## config.mk

```make
export PLATFORM = sky130hd
export DESIGN_NAME = lcd_frame_writer
export DESIGN_NICKNAME = d
export VERILOG_FILES = /design/src/rtl/lcd_frame_writer.sv
export SDC_FILE = /design/constraint.sdc
export NUM_CORES = 1
export LEC_CHECK = 0
export ABC_CLOCK_PERIOD_IN_PS = 3150
export CELL_PAD_IN_SITES_DETAIL_PLACEMENT = 1
export CELL_PAD_IN_SITES_GLOBAL_PLACEMENT = 2
export CORE_ASPECT_RATIO = 0.6
export CORE_MARGIN = 10
export CORE_UTILIZATION = 34
export DETAILED_ROUTE_END_ITERATION = 10
export DONT_BUFFER_PORTS = 1
export PLACE_DENSITY_LB_ADDON = 0.2
export SYNTH_ARGS = -nofsm -noshare
export SYNTH_HDL_FRONTEND = slang
export SYNTH_SLANG_ARGS = --single-unit
```

## constraint.sdc

```tcl
create_clock -name mclk -period 3.15 [get_ports mclk]
set_input_delay 0.4725 -clock mclk [delete_from_list [all_inputs] [get_ports mclk]]
set_output_delay 0.4725 -clock mclk [all_outputs]
set_load 0.01 [all_outputs]
```

## src/rtl/lcd_frame_writer.sv

```systemverilog
// lcd_frame_writer: drives a KS0066/HD44780 16x2 character LCD over an 8-bit write-only bus.
// After power-up it runs the init sequence, then repeatedly writes LineA and LineB.
// Optional build macro LCD_CHANGE_SKIP_EN: skip frames whose text equals the last snapshot.
module lcd_frame_writer #(
  parameter longint unsigned M_FREQ       = 1,
  parameter int unsigned     InsWaitTime  = 10,
  parameter int unsigned     DataWaitTime = 10,
  parameter int unsigned     RefreshTime  = 320,
  parameter int unsigned     EWidth       = 2
) (
  input  logic         mclk,
  input  logic         rst,
  input  logic [127:0] LineA,
  input  logic [127:0] LineB,
  output logic [7:0]   DB,
  output logic         RS,
  output logic         E,
  output logic         RW,
  output logic         frame_done
);

  localparam logic [31:0] PwrCycles = 32'(M_FREQ / 50 + 64'(InsWaitTime));
  localparam logic [31:0] InsWait   = 32'(InsWaitTime);
  localparam logic [31:0] ClearWait = 32'(64 * InsWaitTime);
  localparam logic [31:0] DataWait  = 32'(DataWaitTime);
  localparam logic [31:0] Refresh   = 32'(RefreshTime);
  localparam logic [31:0] EHigh     = 32'(EWidth);

  typedef enum logic [2:0] {
    StPwrWait, StInit, StAddrA, StDataA, StAddrB, StDataB, StIdle
  } state_e;

  typedef enum logic [1:0] {PhSetup, PhEHigh, PhHold, PhWait} phase_e;

  state_e       st_q, st_d;
  phase_e       ph_q, ph_d;
  logic [31:0]  cnt_q, cnt_d;
  logic [3:0]   idx_q, idx_d;
  logic [127:0] snap_a_q, snap_a_d;
  logic [127:0] snap_b_q, snap_b_d;
  logic [7:0]   db_q, db_d;
  logic         rs_q, rs_d;

  logic [7:0]   cur_byte;
  logic         cur_rs;
  logic [31:0]  wait_len;
  logic         in_write;
  logic         write_done;
  logic [127:0] row_sel;
  logic [127:0] char_row;
  logic         load_snap;

  // Decode the byte, register select and post-write wait for the current write.
  always_comb begin
    cur_byte = 8'h00;
    cur_rs   = 1'b0;
    in_write = 1'b0;
    row_sel  = (st_q == StDataB) ? snap_b_q : snap_a_q;
    // Char i sits at [127-8i -: 8]; shifting left by 8i brings it to the top byte.
    char_row = row_sel << {idx_q, 3'b000};
    case (st_q)
      StInit: begin
        in_write = 1'b1;
        case (idx_q)
          4'd0:    cur_byte = 8'h38;
          4'd1:    cur_byte = 8'h0C;
          4'd2:    cur_byte = 8'h01;
          default: cur_byte = 8'h06;
        endcase
      end
      StAddrA: begin
        in_write = 1'b1;
        cur_byte = 8'h80;
      end
      StAddrB: begin
        in_write = 1'b1;
        cur_byte = 8'hC0;
      end
      StDataA, StDataB: begin
        in_write = 1'b1;
        cur_byte = char_row[127:120];
        cur_rs   = 1'b1;
      end
      default: ;
    endcase
    if (cur_rs) begin
      wait_len = DataWait;
    end else if (cur_byte == 8'h01) begin
      wait_len = ClearWait;  // clear display needs a much longer settle time
    end else begin
      wait_len = InsWait;
    end
    write_done = in_write && (ph_q == PhWait) && (cnt_q == wait_len - 32'd1);
  end

  // Next-state logic for the write engine and the frame sequencer.
  always_comb begin
    st_d      = st_q;
    ph_d      = ph_q;
    cnt_d     = cnt_q;
    idx_d     = idx_q;
    snap_a_d  = snap_a_q;
    snap_b_d  = snap_b_q;
    db_d      = db_q;
    rs_d      = rs_q;
    load_snap = 1'b0;

    if (in_write) begin
      unique case (ph_q)
        PhSetup: begin
          ph_d  = PhEHigh;
          cnt_d = 32'd0;
          db_d  = cur_byte;
          rs_d  = cur_rs;
        end
        PhEHigh: begin
          if (cnt_q == EHigh - 32'd1) begin
            ph_d  = PhHold;
            cnt_d = 32'd0;
          end else begin
            cnt_d = cnt_q + 32'd1;
          end
        end
        PhHold: begin
          ph_d  = PhWait;
          cnt_d = 32'd0;
        end
        PhWait: begin
          if (write_done) begin
            ph_d  = PhSetup;
            cnt_d = 32'd0;
          end else begin
            cnt_d = cnt_q + 32'd1;
          end
        end
      endcase
    end

    case (st_q)
      StPwrWait: begin
        if (cnt_q == PwrCycles - 32'd1) begin
          st_d  = StInit;
          cnt_d = 32'd0;
          idx_d = 4'd0;
        end else begin
          cnt_d = cnt_q + 32'd1;
        end
      end
      StInit: begin
        if (write_done) begin
          if (idx_q == 4'd3) begin
            st_d      = StAddrA;
            load_snap = 1'b1;
          end else begin
            idx_d = idx_q + 4'd1;
          end
        end
      end
      StAddrA: begin
        if (write_done) begin
          st_d  = StDataA;
          idx_d = 4'd0;
        end
      end
      StDataA: begin
        if (write_done) begin
          if (idx_q == 4'd15) st_d = StAddrB;
          else                idx_d = idx_q + 4'd1;
        end
      end
      StAddrB: begin
        if (write_done) begin
          st_d  = StDataB;
          idx_d = 4'd0;
        end
      end
      StDataB: begin
        if (write_done) begin
          if (idx_q == 4'd15) begin
            st_d  = StIdle;
            cnt_d = 32'd0;
          end else begin
            idx_d = idx_q + 4'd1;
          end
        end
      end
      StIdle: begin
        if (cnt_q == Refresh - 32'd1) begin
          cnt_d = 32'd0;
`ifdef LCD_CHANGE_SKIP_EN
          // Unchanged text: stay idle and restart the refresh count.
          if ({LineA, LineB} != {snap_a_q, snap_b_q}) begin
            st_d      = StAddrA;
            load_snap = 1'b1;
          end
`else
          st_d      = StAddrA;
          load_snap = 1'b1;
`endif
        end else begin
          cnt_d = cnt_q + 32'd1;
        end
      end
      default: st_d = StPwrWait;
    endcase

    if (load_snap) begin
      snap_a_d = LineA;
      snap_b_d = LineB;
    end
  end

  // State registers with synchronous reset.
  always_ff @(posedge mclk) begin
    if (rst) begin
      st_q     <= StPwrWait;
      ph_q     <= PhSetup;
      cnt_q    <= 32'd0;
      idx_q    <= 4'd0;
      snap_a_q <= 128'd0;
      snap_b_q <= 128'd0;
      db_q     <= 8'h00;
      rs_q     <= 1'b0;
    end else begin
      st_q     <= st_d;
      ph_q     <= ph_d;
      cnt_q    <= cnt_d;
      idx_q    <= idx_d;
      snap_a_q <= snap_a_d;
      snap_b_q <= snap_b_d;
      db_q     <= db_d;
      rs_q     <= rs_d;
    end
  end

  // Bus outputs: the new byte appears in SETUP and is held until the next SETUP.
  always_comb begin
    DB         = (in_write && ph_q == PhSetup) ? cur_byte : db_q;
    RS         = (in_write && ph_q == PhSetup) ? cur_rs : rs_q;
    E          = in_write && (ph_q == PhEHigh);
    RW         = 1'b0;
    frame_done = (st_q == StDataB) && (idx_q == 4'd15) && write_done;
  end

endmodule
```

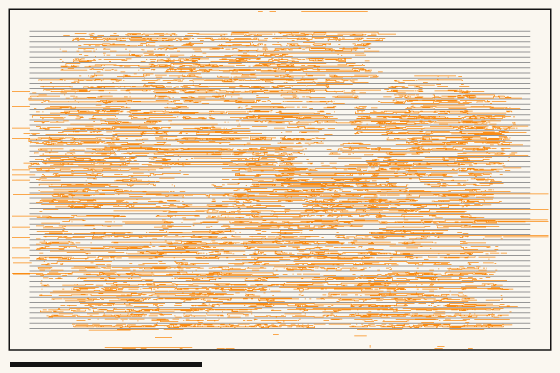
Figure 1: signal wires on met1.
Scale bar: 100 µm. Supply wires on this layer in gray.
wire length on this layer: 25.6 mm
share of all routed wire: 48%
total wire length: 53190 µm
vias: 12490

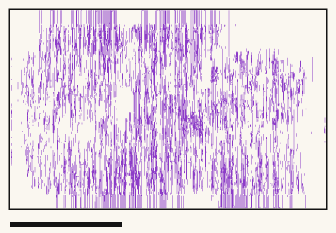
Figure 2: met2 routing.
Scale bar: 100 µm.
longest straight run: 82.1 µm
wire length on this layer: 24.0 mm
main direction: vertical
share of all routed wire: 45%
nets with wire on the layer: 1773
global-route met2 utilization: 0.3189

==> reports/metrics.yaml <==
yosys:
  ys_seq_share: 0.4386
  common_cells: "nand2_1, dfxtp_1, a21oi_1"
  syn_area_um2: 13970
  ys_sh_simple: 0.2143
  edf_count: 0
  synth.area.top_cells: "dfxtp_1, nand2_1, mux4_2"
  synth.most_common_cell: "nand2_1"
  synth_warnings: 0
routing:
  wl_met3_um: 2735
  wl_per_cell_um: 22.97
final_timing:
  worst_pin_slew_ns: 0.8002
  finalWorstSetupSlack_ns: -0.09243
  setup_violations: 6
  final-hold-violation-count: 0
  fin_tns_setup_ns: -0.2879
cts:
  cts_tree: "done"
  clk_path_buf_depth: 3
  path_clk_slew_ns: 0.07
layout:
  logic_area_um2: 7407
  sh_comb_area: 0.4277
  design_area_um2: 17320
  instances_no_fill: 2316
  drive_gt1_frac: 0.1470
grt:
  grt_pass1_wl_um: 79240
  antenna_found_initial: 4
  grt_pass1_vias: 12600
placement:
  io_buffer_count: 0
  routabilityCongestion: 0.8826
  place_ws_ns: 0.1525
die:
  ioPinCount: 270
  initial_utilization: 0.3448
  chipWidth_um: 281.7
status:
  violations: "setup timing"
  outcome: "complete, but fails checks"
setup_path:
  cp_cell_sequence: "and3b_2 -> mux4_2 -> mux4_2 -> nand3b_1 -> o31ai_4 -> o21ai_4"
  critPathRequiredTime_ns: 2.68
power_and_ir_drop:
  seq_power_share: 0.470
  p_leak_nw: 5.684
  p_clk_mw: 4.00
  pwr_density_cell_nw_per_um2: 478.2
worst_hold_path:
  hold_path_class: "input pin to register"
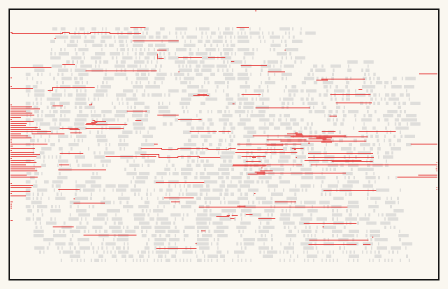
Figure 3: M3 wires.
nets with wire on the layer: 139
main direction: horizontal
share of all routed wire: 5.1%
longest straight run: 97.5 µm
wire length on this layer: 2740 µm
met3 Use GR: 0.03739

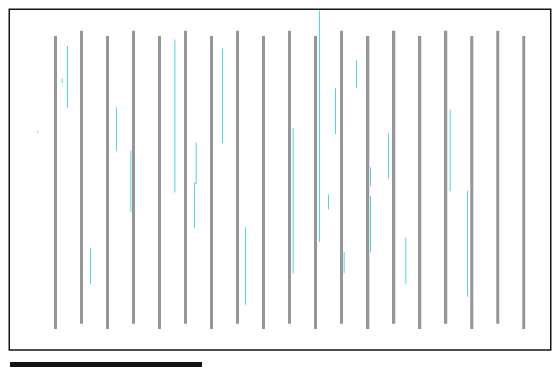
Figure 4: signal wires on met4.
Scale bar: 100 µm. Supply wires on this layer in gray.
longest straight run: 120 µm
wire length on this layer: 756 µm

